File: src/rtl/fetcher_pkg.sv
// Shared constants for the instruction fetch stage:
// FSM encodings, cache geometry and common literals.
package fetcher_pkg;

    localparam int InstrLength      = 32;
    localparam int PcLength         = 32;
    localparam int ICacheIndexWidth = 6;

    localparam logic [1:0] FetchIdle  = 2'd0;
    localparam logic [1:0] FetchMiss  = 2'd1;
    localparam logic [1:0] FetchOut   = 2'd2;
    localparam logic [1:0] FetchDrain = 2'd3;

    localparam logic [31:0] Zero  = 32'h0;
    localparam logic        True  = 1'b1;
    localparam logic        False = 1'b0;

endpackage

File: src/rtl/icache.sv
// Direct-mapped instruction cache, one word per line.
// Combinational read, synchronous fill; only rst clears valid bits.
module icache
    import fetcher_pkg::*;
#(
    parameter int IndexWidth = ICacheIndexWidth,
    parameter int TagWidth   = 30 - ICacheIndexWidth
) (
    input  logic                   clk,
    input  logic                   rst,
    input  logic [IndexWidth-1:0]  rd_index,
    input  logic [TagWidth-1:0]    rd_tag,
    output logic                   hit,
    output logic [InstrLength-1:0] data,
    input  logic                   wr_en,
    input  logic [IndexWidth-1:0]  wr_index,
    input  logic [TagWidth-1:0]    wr_tag,
    input  logic [InstrLength-1:0] wr_data
);

    localparam int Entries = 1 << IndexWidth;

    logic [Entries-1:0]     valid_q;
    logic [TagWidth-1:0]    tag_q  [Entries];
    logic [InstrLength-1:0] data_q [Entries];

    assign hit  = valid_q[rd_index] && (tag_q[rd_index] == rd_tag);
    assign data = data_q[rd_index];

    always_ff @(posedge clk or posedge rst) begin
        if (rst) begin
            valid_q <= '0;
        end else if (wr_en) begin
            valid_q[wr_index] <= True;
        end
    end

    // Tag and data need no reset; valid gates every use.
    always_ff @(posedge clk) begin
        if (wr_en) begin
            tag_q[wr_index]  <= wr_tag;
            data_q[wr_index] <= wr_data;
        end
    end

endmodule

File: src/rtl/fetcher.sv
// Instruction fetch stage: icache lookup on the queue tail PC,
// memory refill on miss, one-cycle delivery pulse to the queue.
module fetcher
    import fetcher_pkg::*;
#(
    parameter int ICacheIndexWidth = fetcher_pkg::ICacheIndexWidth,
    parameter int TagWidth         = 30 - ICacheIndexWidth
) (
    input  logic                   clk,
    input  logic                   rst,
    input  logic [PcLength-1:0]    pc_from_iq,
    input  logic                   is_full_from_iq,
    input  logic                   is_exception_from_rob,
    output logic                   is_hit_to_iq,
    output logic [InstrLength-1:0] instr_to_iq,
    output logic                   is_req_to_mc,
    output logic [PcLength-1:0]    addr_to_mc,
    input  logic                   is_ack_from_mc,
    input  logic [InstrLength-1:0] data_from_mc
);

    logic [1:0]                  state;
    logic [PcLength-1:2]         miss_pc;
    logic                        c_hit;
    logic [InstrLength-1:0]      c_data;
    logic                        fill;
    logic                        unused_pc_bits;

    assign unused_pc_bits = ^pc_from_iq[1:0];
    assign addr_to_mc     = {miss_pc, 2'b00};
    assign fill = is_ack_from_mc &&
                  ((state == FetchMiss) || (state == FetchDrain));

    icache #(
        .IndexWidth (ICacheIndexWidth),
        .TagWidth   (TagWidth)
    ) u_icache (
        .clk      (clk),
        .rst      (rst),
        .rd_index (pc_from_iq[ICacheIndexWidth+1:2]),
        .rd_tag   (pc_from_iq[31:ICacheIndexWidth+2]),
        .hit      (c_hit),
        .data     (c_data),
        .wr_en    (fill),
        .wr_index (miss_pc[ICacheIndexWidth+1:2]),
        .wr_tag   (miss_pc[31:ICacheIndexWidth+2]),
        .wr_data  (data_from_mc)
    );

    always_ff @(posedge clk or posedge rst) begin
        if (rst) begin
            state        <= FetchIdle;
            miss_pc      <= '0;
            is_hit_to_iq <= False;
            instr_to_iq  <= Zero;
            is_req_to_mc <= False;
        end else begin
            is_hit_to_iq <= False;
            unique case (state)
                FetchIdle: begin
                    if (!is_exception_from_rob && !is_full_from_iq) begin
                        if (c_hit) begin
                            instr_to_iq  <= c_data;
                            is_hit_to_iq <= True;
                            state        <= FetchOut;
                        end else begin
                            miss_pc      <= pc_from_iq[31:2];
                            is_req_to_mc <= True;
                            state        <= FetchMiss;
                        end
                    end
                end
                FetchMiss: begin
                    if (is_ack_from_mc) begin
                        is_req_to_mc <= False;
                        if (is_exception_from_rob) begin
                            state <= FetchIdle;
                        end else begin
                            instr_to_iq  <= data_from_mc;
                            is_hit_to_iq <= True;
                            state        <= FetchOut;
                        end
                    end else if (is_exception_from_rob) begin
                        // Request must still complete; just discard it.
                        state <= FetchDrain;
                    end
                end
                FetchOut: begin
                    state <= FetchIdle;
                end
                FetchDrain: begin
                    if (is_ack_from_mc) begin
                        is_req_to_mc <= False;
                        state        <= FetchIdle;
                    end
                end
                default: state <= FetchIdle;
            endcase
        end
    end

endmodule

File: config.mk
export PLATFORM = sky130hd
export DESIGN_NAME = fetcher
export DESIGN_NICKNAME = d
export VERILOG_FILES = /design/src/rtl/fetcher_pkg.sv /design/src/rtl/icache.sv /design/src/rtl/fetcher.sv
export SDC_FILE = /design/constraint.sdc
export NUM_CORES = 2
export LEC_CHECK = 0
export ABC_AREA = 1
export CORE_ASPECT_RATIO = 0.7
export CORE_UTILIZATION = 45
export DETAILED_ROUTE_END_ITERATION = 12
export PLACE_DENSITY_LB_ADDON = 0.2
export SYNTH_ARGS = -nofsm -noshare
export SYNTH_HDL_FRONTEND = slang
export SYNTH_SLANG_ARGS = --single-unit
File: constraint.sdc
create_clock -name clk -period 4.8 [get_ports clk]
set_input_delay 0.96 -clock clk [delete_from_list [all_inputs] [get_ports clk]]
set_output_delay 0.96 -clock clk [all_outputs]
set_load 0.05 [all_outputs]
**Signal wires on met2**

Drawn at 1 px/um. Cells faint in the background.
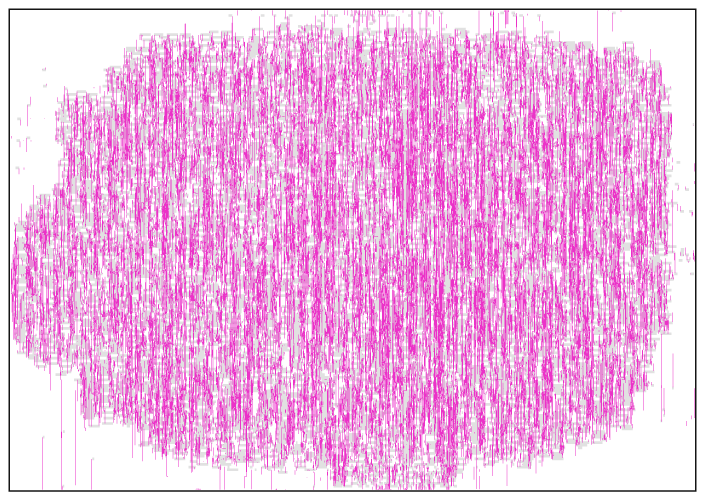
- wire length on this layer: 207 mm
- main direction: vertical
- nets with wire on the layer: 8,644

**Nets reached from selected ports**

Drawn at 1 px/um.
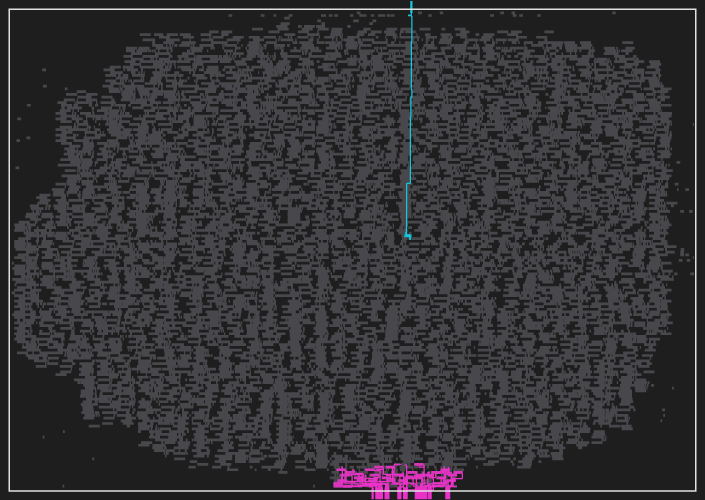
- magenta: `instr_to_iq` (bits 32; direction output; edge bottom; end cells 32; wire 1,140 um)
- cyan: `is_full_from_iq` (bits 1; direction input; edge top; end cells 3; wire 245 um)

**Clock routing**

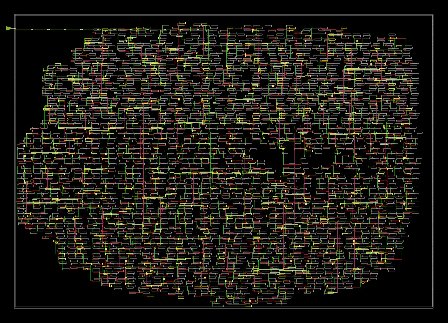
Seq cells: 3,714
clock sink count: 3,714
Latency at later pin: 0.94 ns
total CTS buffers: 359

==> qor.yml <==
pg_comb_w: 0.00965
path_clk_slew_ns: 0.06
ys_warn_count: 0
cts_tree: "built"
p_leak_nw: 56.2
fp_util: 0.452
edf_count: 3584
crit_type: "in2reg"
top_cells_by_count: "3,584 x edfxtp_1, 1,882 x nand2_1, 1,611 x nand3_1"
seq_area_frac: 0.662
start_kind: "input port"
layout.area.seq_mm2: 0.111
clkPwrFrac: 0.365
syn2layout_area_growth_pct: 14.0
power.share.combinational: 0.126
maxCapViolations: 0
max_slew_margin: 0.231
n_all_inverters: 71
r2r_slack_ns: 1.39
core_area_mm2: 0.325
place_congestion: 0.823
synthXorXnorAreaFrac: 0
drcViolationCount: 0
ys_async_sr_fraction: 0.0350
log.warning_count: 70
io-pin-count: 135
final_antenna_net_count: 0
synth_area_mm2: 0.147
die_y_um: 480
synthCells: 11581
post-route-period-util: 0.819
final_area_mm2: 0.168
grt.overflow.total: 0
ys_sh_simple: 0.141
ys_area_mm2: 0.147
yosysMostFrequentCell: "edfxtp_1"
nNonClkBuffers: 596
grt_max_degree: 185
mux_share: 0
n_clock_buffer: 467
synth.distinct_cells: 36
endpoint_kind: "flip-flop"
ys_seq_frac: 0.754
hold_path.class: "in2reg"
logic_family: "simple AND/OR/NAND/NOR gates"
setup_viol: 0
slew_violations: 0
status: "finished clean"
antenna_found_initial: 27
buf_share: 0.0412
power_frac_seq: 0.508
postCtsHoldBufs: 0
seq_power_w: 0.0388
finClkSkew_ns: 0.0618
yosys_cells: 11581
p_int_w: 0.0563
crit_path_max_incr_delay_ns: 0.36
rsz0062_at_grt: "no"
drtPass1Iterations: 6
via_per_inst: 6.15
first_global_vias: 92277
cts_root_buf: "clkbuf_16"
comb_area_mm2: 0.0326
worstPathCellList: "buf_8 > inv_8 > buf_12 > buf_4 > nand3_1 > nand3_1 > nand3_1 > nand3_1 > nand3_1 > nand3_1 > nand2_1 > nor2_1 > nand2_1 > nor2_1 > nand3_2 > buf_4 > nand3_4 > buf_12 > nand2_1 > o21ai_0"
hold_violations: 0
worst_slew_pin_slew_ns: 1.15
crit_path_frequent_cell: "nand3_1"
rows: 175
wl_per_cell_um: 29.6
cp.required_ns: 5.61
finalCriticalPeriod_ns: 3.93
post_cts_buffers: 0
nMultiInputCombCells: 6963
n_tap_cell: 4336
n_fill_cell: 27051
lay_top_cells: "3,584 x edfxtp_1, 1,882 x nand2_1, 1,611 x nand3_1"
ys.flops: 3714
comb_area_share: 0.195
top_power_group: "registers"
drive_gt1_frac: 0.0954
floorplan.die_area_mm2: 0.329
ctsResizeCount: 0
ir_drop_mv: 0.355
syn_area_per_cell_um2: 12.7
final-clk-cell-share: 0.0680
p_switching_w: 0.0201
place.detailed.hpwl_um: 250000
top_area_frac: 0.732
clock_path_buffers: 4
ys_top_cells_by_area: "edfxtp_1 73%, nand3_1 5.5%, nand2_1 4.8%"
portBuffers: 130
synthAdderAreaFrac: 0
antennaDiodeCount: 6
arrival_ns: 4.74
placed_cell_area_mm2: 0.156
cts_max_level: 5
power.density_mw_per_mm2: 456
grt_pass1_wl_um: 681000
synth_area_leader_cell: "edfxtp_1"
drtIter0Drc: 15201
p_sw_frac: 0.263
crit_path_max_fanout: 42
worst_path_max_delay_cell: "inv_8"
synthAoiAreaFrac: 0.0775
layout.cells.most_common: "edfxtp_1"
fmax_mhz: 254
nets: 11774
fp.dieW_um: 685
p_clk_w: 0.0279
setup_tns_ns: 0
synth-main-ff-cell: "edfxtp_1"
largest_class: "sequential cells"
**Wiring by layer**

Drawn at 1 px/um. Only two layers are drawn.
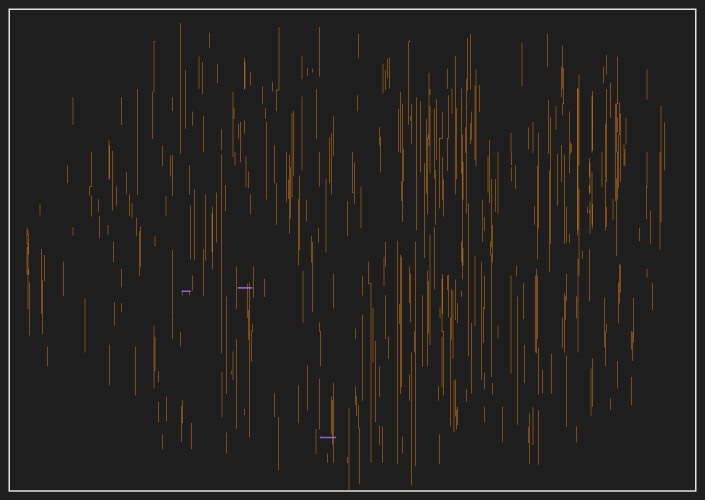
- purple: M5 (wire length 35.0 um)
- orange: M4 (wire length 17,500 um)
GRT Overall Usage: 0.287
Detailed Route WL: 484,000 um
vias post-DR: 100,445

**Close-up of the layout**

Region (504, 350) to (524, 370) um. Cells in gray, sequential cells in the stronger gray; small squares are vias.
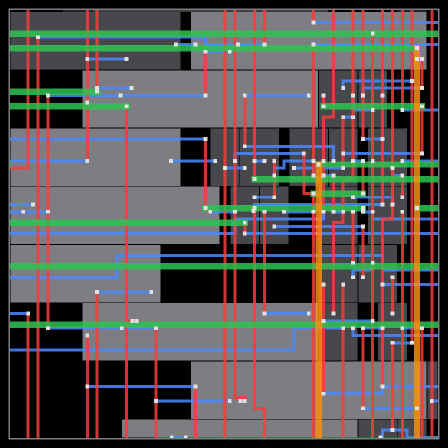
- orange: M4
- red: M2
- blue: M1
- green: M3
- sequential cells in the window: 7
- netlist names of flops here include: `u_icache.tag_q` (7)
- most frequent: nand3_1 (9), edfxtp_1 (7), nand2_1 (6)
- cells with their middle in the window: 23

## sequential cells by signal, indices dropped and copies added, names as in the netlist
| register | flops |
|---|---|
| instr_to_iq | 32 |
| is_hit_to_iq | 1 |
| is_req_to_mc | 1 |
| miss_pc | 30 |
| state | 2 |
| u_icache.data_q | 2048 |
| u_icache.tag_q | 1536 |
| u_icache.valid_q | 64 |
## metal layers
| metal | wire length [um] | share of wire | GRT usage |
|---|---|---|---|
| met2 | 207000 | 0.43 | 0.417 |
| met4 | 17500 | 0.036 | 0.100 |
| met5 | 34 | 0.000070 | 0 |
| met3 | 60200 | 0.12 | 0.0538 |
| met1 | 200000 | 0.41 | 0.433 |
## path summary, 6_finish.rpt
check	start	endpoint	depth (start not counted)
max	pc_from_iq[3]	miss_pc[31]	20
max reg2reg	u_icache.tag_q[29][5]	miss_pc[31]	21
max in group asynchronous	rst	miss_pc[31]	3
min	data_from_mc[24]	u_icache.data_q[37][24]	1
min reg2reg	u_icache.valid_q[36]	u_icache.valid_q[36]	2
min in group asynchronous	rst	miss_pc[9]	2
## critical path: cells and delay by family
| family | cells | cell delay, ns |
|---|---|---|
| and+or+nand+nor | 13 | 1.96 |
| AOI/OAI and AO/OA | 1 | 0.10 |
| buffers and inverters | 6 | 1.58 |
## stage by stage
step	std cells	power, W	setup WS [ns]	util	hold slack [ns]
floorplan	11582	0.0443	0.371	-	0.424
global placement	15680	0.0488	0.0923	0.481	0.435
detailed placement	15680	0.0491	0.0341	0.481	0.443
CTS	16335	0.0765	0.964	0.516	0.362
global route	16338	0.0785	0.710	0.516	0.402
finish	16341	0.0764	0.870	0.516	0.408
## cell families after synthesis
kind of cell           Yosys count
and+or+nand+nor               4924
DFF                           3714
buffers and inverters          905
other                            1
AOI/OAI and AO/OA             2037
No activity file was given, so power comes from the tool's default toggle rates.
